===== config.mk =====
export PLATFORM = sky130hd
export DESIGN_NAME = rom_port_arbiter_flat
export DESIGN_NICKNAME = d
export VERILOG_FILES = /design/src/rtl/rom_port_arbiter_if.sv /design/src/rtl/rom_port_arbiter.sv /design/src/flat_wrapper.sv
export SDC_FILE = /design/constraint.sdc
export NUM_CORES = 1
export LEC_CHECK = 0
export ABC_CLOCK_PERIOD_IN_PS = 2340
export CAP_MARGIN = 20
export CORE_MARGIN = 5
export CORE_UTILIZATION = 38
export CTS_BUF_LIST = sky130_fd_sc_hd__clkbuf_4
export DETAILED_ROUTE_END_ITERATION = 8
export MAX_ROUTING_LAYER = met4
export PLACE_DENSITY_LB_ADDON = 0.2
export SYNTH_ARGS = -nofsm -noshare
export SYNTH_HDL_FRONTEND = slang
export SYNTH_SLANG_ARGS = --single-unit
export TNS_END_PERCENT = 10

===== constraint.sdc =====
create_clock -name clk -period 2.34 [get_ports clk]
set_input_delay 0.468 -clock clk [delete_from_list [all_inputs] [get_ports clk]]
set_output_delay 0.468 -clock clk [all_outputs]
set_load 0.1 [all_outputs]

===== src/rtl/rom_port_arbiter_if.sv =====
// Bus bundle between the IF/MEM requesters, the arbiter and the ROM read port.
// Request/grant handshake: a port raises req with a stable addr; the cycle in
// which gnt=1 is the transfer cycle, and the matching rvalid/rdata/rerr appear
// exactly one cycle later. Dropping req without a grant withdraws the request.
interface rom_port_arbiter_if #(
  parameter int ADDR_W = 16,
  parameter int DATA_W = 16
);
  logic              f_req;
  logic [ADDR_W-1:0] f_addr;
  logic              f_flush;
  logic              f_gnt;
  logic              f_rvalid;
  logic [DATA_W-1:0] f_rdata;
  logic              f_rerr;
  logic              d_req;
  logic [ADDR_W-1:0] d_addr;
  logic              d_gnt;
  logic              d_rvalid;
  logic [DATA_W-1:0] d_rdata;
  logic              d_rerr;
  logic              rom_enable;
  logic [ADDR_W-1:0] rom_addr;
  logic [DATA_W-1:0] rom_inst;

  // Arbiter side.
  modport slave (
    input  f_req, f_addr, f_flush, d_req, d_addr, rom_inst,
    output f_gnt, f_rvalid, f_rdata, f_rerr,
    output d_gnt, d_rvalid, d_rdata, d_rerr,
    output rom_enable, rom_addr
  );

  // Requester/ROM side.
  modport master (
    output f_req, f_addr, f_flush, d_req, d_addr, rom_inst,
    input  f_gnt, f_rvalid, f_rdata, f_rerr,
    input  d_gnt, d_rvalid, d_rdata, d_rerr,
    input  rom_enable, rom_addr
  );
endinterface


===== src/rtl/rom_port_arbiter.sv =====
// Shares the single combinational instruction-ROM read port between the fetch
// port (F) and the memory-stage table-load port (D). D has fixed priority; F is
// forced through after STARVE_MAX consecutive denied cycles. Responses are
// registered and return one cycle after the grant.
module rom_port_arbiter #(
  parameter int ADDR_W     = 16,
  parameter int DATA_W     = 16,
  parameter int STARVE_MAX = 4
) (
  input  logic                clk,
  input  logic                rst,
  rom_port_arbiter_if.slave   bus,
  output logic [3:0]          dbg_starve_cnt
);

  localparam logic [3:0] STARVE_LIM = 4'(STARVE_MAX);

  logic [3:0] starve_cnt;
  logic       f_win;
  logic       d_win;

  // Arbitration: starved F first, then D, then F; nothing while in reset.
  always_comb begin
    f_win = 1'b0;
    d_win = 1'b0;
    if (!rst) begin
      if (bus.f_req && (starve_cnt == STARVE_LIM)) begin
        f_win = 1'b1;
      end else if (bus.d_req) begin
        d_win = 1'b1;
      end else if (bus.f_req) begin
        f_win = 1'b1;
      end
    end
  end

  assign bus.f_gnt      = f_win;
  assign bus.d_gnt      = d_win;
  assign bus.rom_enable = f_win | d_win;
  assign bus.rom_addr   = f_win ? bus.f_addr :
                          d_win ? bus.d_addr : {ADDR_W{1'b0}};
  assign dbg_starve_cnt = starve_cnt;

  // Starvation counter: counts consecutive denied F requests, saturating.
  always_ff @(posedge clk) begin
    if (rst) begin
      starve_cnt <= 4'd0;
    end else if (bus.f_req && !f_win) begin
      if (starve_cnt != STARVE_LIM) begin
        starve_cnt <= starve_cnt + 4'd1;
      end
    end else begin
      starve_cnt <= 4'd0;
    end
  end

  // Fetch response register; a flush kills rvalid but the access still lands.
  always_ff @(posedge clk) begin
    if (rst) begin
      bus.f_rvalid <= 1'b0;
      bus.f_rerr   <= 1'b0;
      bus.f_rdata  <= {DATA_W{1'b0}};
    end else begin
      bus.f_rvalid <= f_win && !bus.f_flush;
      bus.f_rerr   <= f_win && bus.f_addr[0];
      if (f_win) begin
        bus.f_rdata <= bus.rom_inst;
      end
    end
  end

  // Data-load response register; misaligned addresses still return the word.
  always_ff @(posedge clk) begin
    if (rst) begin
      bus.d_rvalid <= 1'b0;
      bus.d_rerr   <= 1'b0;
      bus.d_rdata  <= {DATA_W{1'b0}};
    end else begin
      bus.d_rvalid <= d_win;
      bus.d_rerr   <= d_win && bus.d_addr[0];
      if (d_win) begin
        bus.d_rdata <= bus.rom_inst;
      end
    end
  end

endmodule


===== src/flat_wrapper.sv =====
// flat-port wrapper written by rule: the top's interface ports become plain ports
module rom_port_arbiter_flat 
#(
  parameter int ADDR_W     = 16,
  parameter int DATA_W     = 16,
  parameter int STARVE_MAX = 4
)
  (clk, rst, dbg_starve_cnt, bus_f_req, bus_f_addr, bus_f_flush, bus_d_req, bus_d_addr, bus_rom_inst, bus_f_gnt, bus_f_rvalid, bus_f_rdata, bus_f_rerr, bus_d_gnt, bus_d_rvalid, bus_d_rdata, bus_d_rerr, bus_rom_enable, bus_rom_addr);
  rom_port_arbiter_if #(.ADDR_W(ADDR_W), .DATA_W(DATA_W)) bus_i ();
  input  logic clk;
  input  logic rst;
  output logic [3:0] dbg_starve_cnt;
  input wire logic [$bits(bus_i.f_req)-1:0] bus_f_req;
  input wire logic [$bits(bus_i.f_addr)-1:0] bus_f_addr;
  input wire logic [$bits(bus_i.f_flush)-1:0] bus_f_flush;
  input wire logic [$bits(bus_i.d_req)-1:0] bus_d_req;
  input wire logic [$bits(bus_i.d_addr)-1:0] bus_d_addr;
  input wire logic [$bits(bus_i.rom_inst)-1:0] bus_rom_inst;
  output wire logic [$bits(bus_i.f_gnt)-1:0] bus_f_gnt;
  output wire logic [$bits(bus_i.f_rvalid)-1:0] bus_f_rvalid;
  output wire logic [$bits(bus_i.f_rdata)-1:0] bus_f_rdata;
  output wire logic [$bits(bus_i.f_rerr)-1:0] bus_f_rerr;
  output wire logic [$bits(bus_i.d_gnt)-1:0] bus_d_gnt;
  output wire logic [$bits(bus_i.d_rvalid)-1:0] bus_d_rvalid;
  output wire logic [$bits(bus_i.d_rdata)-1:0] bus_d_rdata;
  output wire logic [$bits(bus_i.d_rerr)-1:0] bus_d_rerr;
  output wire logic [$bits(bus_i.rom_enable)-1:0] bus_rom_enable;
  output wire logic [$bits(bus_i.rom_addr)-1:0] bus_rom_addr;
  assign bus_i.f_req = bus_f_req;
  assign bus_i.f_addr = bus_f_addr;
  assign bus_i.f_flush = bus_f_flush;
  assign bus_i.d_req = bus_d_req;
  assign bus_i.d_addr = bus_d_addr;
  assign bus_i.rom_inst = bus_rom_inst;
  assign bus_f_gnt = bus_i.f_gnt;
  assign bus_f_rvalid = bus_i.f_rvalid;
  assign bus_f_rdata = bus_i.f_rdata;
  assign bus_f_rerr = bus_i.f_rerr;
  assign bus_d_gnt = bus_i.d_gnt;
  assign bus_d_rvalid = bus_i.d_rvalid;
  assign bus_d_rdata = bus_i.d_rdata;
  assign bus_d_rerr = bus_i.d_rerr;
  assign bus_rom_enable = bus_i.rom_enable;
  assign bus_rom_addr = bus_i.rom_addr;
  rom_port_arbiter #(.ADDR_W(ADDR_W), .DATA_W(DATA_W), .STARVE_MAX(STARVE_MAX)) u_core (.clk(clk), .rst(rst), .bus(bus_i), .dbg_starve_cnt(dbg_starve_cnt));
endmodule

==> flow_metrics.py <==
# Synthesis and PnR figures
metrics = {
    "critical_path": {
        "critPathArrivalTime_ns": 1.98,
        "crit_path_end_kind": "primary output",
        "ff2ff_path_depth": 6,
        "worst-path-max-fanout": 10,
        "crit_path_start_kind": "register",
        "crit_type": "reg -> out",
    },
    "outcome": {
        "violations": "setup timing",
        "status": "finished with violations",
    },
    "clocking": {
        "insertion_delay_ns": 0.35,
        "clockBufferDepth": 2,
        "postCtsHoldBufs": 0,
        "cts_tree": "done",
        "cts_buffers": 5,
        "clock_sinks": 40,
        "cts-root-buf": "clkbuf_4",
    },
    "cells_and_area": {
        "insertedDiodeCount": 0,
        "post-route-util": 0.710,
        "final_cell_area_mm2": 0.00333,
        "areaGrowthSynthToFinish_pct": 81.9,
    },
    "detailed_routing": {
        "ant_nets": 0,
        "wl_per_cell_um": 15.7,
        "route.vias.total": 1705,
    },
    "timing": {
        "fin_hold_ws_ns": 0.467,
        "worst_pin_slew_ns": 0.560,
        "finalSetupViolCount": 18,
        "final_hold_viol_count": 0,
        "maxSlewHeadroom": 0.627,
        "fin_crit_ns": 2.44,
        "period_used_share": 1.04,
        "fin_ws_ns": -0.104,
    },
    "logic_synthesis": {
        "synth_top_area_share": 0.437,
        "syn_avg_cell_area_um2": 10.3,
        "yosysChipArea_mm2": 0.00183,
        "synth-edff-count": 0,
    },
    "flow_run": {
        "warnings": 30,
        "max_cap_viol_count": 0,
    },
    "floorplanning": {
        "die-area_mm2": 0.00631,
        "ios": 112,
        "die_h_um": 79.4,
    },
    "placed_design": {
        "placedInstanceArea_mm2": 0.00324,
        "dp_cells": 343,
    },
    "global_route": {
        "grt_max_degree": 50,
        "grt_pass1_vias": 1859,
    },
}
==> repair_timing <==
item,4_1_cts,5_1_grt
endpoints found under the setup margin,18,18
buffers inserted,0,0
gates resized,2,3
==> power by group <==
| part | switching (mW) | internal, mW | leakage, nW | total [mW] |
|---|---|---|---|---|
| logic | 0.515 | 0.274 | 1.12 | 0.789 |
| clock network | 0.239 | 0.223 | 0.0428 | 0.462 |
| registers | 0.0181 | 0.714 | 0.331 | 0.732 |
==> critical path, stage by stage (launching register included) <==
cell,delay [ns]
dfxtp_4,0.39
inv_2,0.04
ha_4,0.15
and4b_2,0.25
nor3b_4,0.25
buf_6,0.18
a22o_2,0.17
buf_12,0.18
==> layer usage <==
metal  global-route usage  vias up  routed length (um)
li1                     -      844                   -
met1                0.208      790                2200
met2                0.309       62                2830
met3               0.0485        9                 368
met4               0.0790        0                 108
met5                    -        -                   0
==> sequential cells by signal, summed over array words and instances (netlist names) <==
name / flops
u_core.bus.d_rdata: 16
u_core.dbg_starve_cnt: 4
u_core.bus.f_rvalid: 1
u_core.bus.d_rvalid: 1
u_core.bus.f_rdata: 16
u_core.bus.f_rerr: 1
u_core.bus.d_rerr: 1
==> path summary, 6_finish.rpt <==
kind	end	slack [ns]	from
setup reg to reg	u_core.bus.f_rdata[14]	0.72	u_core.dbg_starve_cnt[0]
hold reg to reg	u_core.dbg_starve_cnt[0]	0.47	u_core.dbg_starve_cnt[0]
setup / recovery	bus_rom_addr[2]	-0.10	u_core.dbg_starve_cnt[0]
hold / removal	u_core.dbg_starve_cnt[0]	0.47	u_core.dbg_starve_cnt[0]
==> final cells by class <==
class	count	area (um^2)	share of cell area
Timing Repair Buffer	123	1300	0.389
Sequential cell	40	811	0.243
Tap cell	54	67.6	0.0203
Multi-Input combinational cell	123	1060	0.320
Clock buffer	5	37.5	0.0113
Inverter	3	11.3	0.00338
Clock inverter	3	42.5	0.0128
==> kinds of logic after synthesis <==
logic type | Yosys count | share of synthesized area
adders and majority gates | 2 | 0.0137
muxes | 33 | 0.180
buffers and inverters | 14 | 0.0389
xor gates and xnor gates | 1 | 0.00478
DFF | 40 | 0.437
and+or+nand+nor | 70 | 0.246
AOI/OAI and AO/OA | 17 | 0.0792
==> layout by cell type, fill, tap and decap left out, types with 3 or more instances in the layout <==
cell / synthesis / final
a22o_2: 0 / 7
a22o_4: 0 / 9
and2_1: 3 / 3
buf_12: 0 / 19
buf_4: 0 / 50
clkbuf_4: 0 / 5
clkdlybuf4s50_1: 0 / 51
dfxtp_1: 40 / 36
mux2i_1: 33 / 33
nand2b_1: 49 / 49
nor3_1: 4 / 4
Figure 1. Placed standard cells.
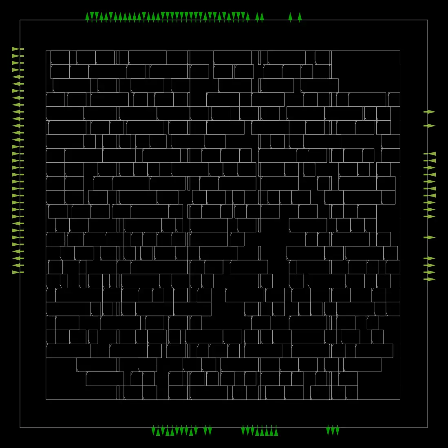
num rows: 25
fillers: 352
Flops: 40
n_taps: 54
non-filler cells, final: 351

Figure 2. Cell density map.
The die is cut into 8 by 8 equal tiles; white is low, dark blue is high, 0 to 100% covered.
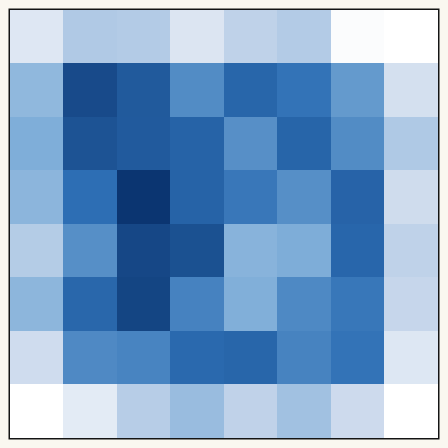
mean over tiles: 52%
densest ninth of the die: center
fullest tile: 98%

Power figures rest on the tool's default switching activity, not on a simulated workload.
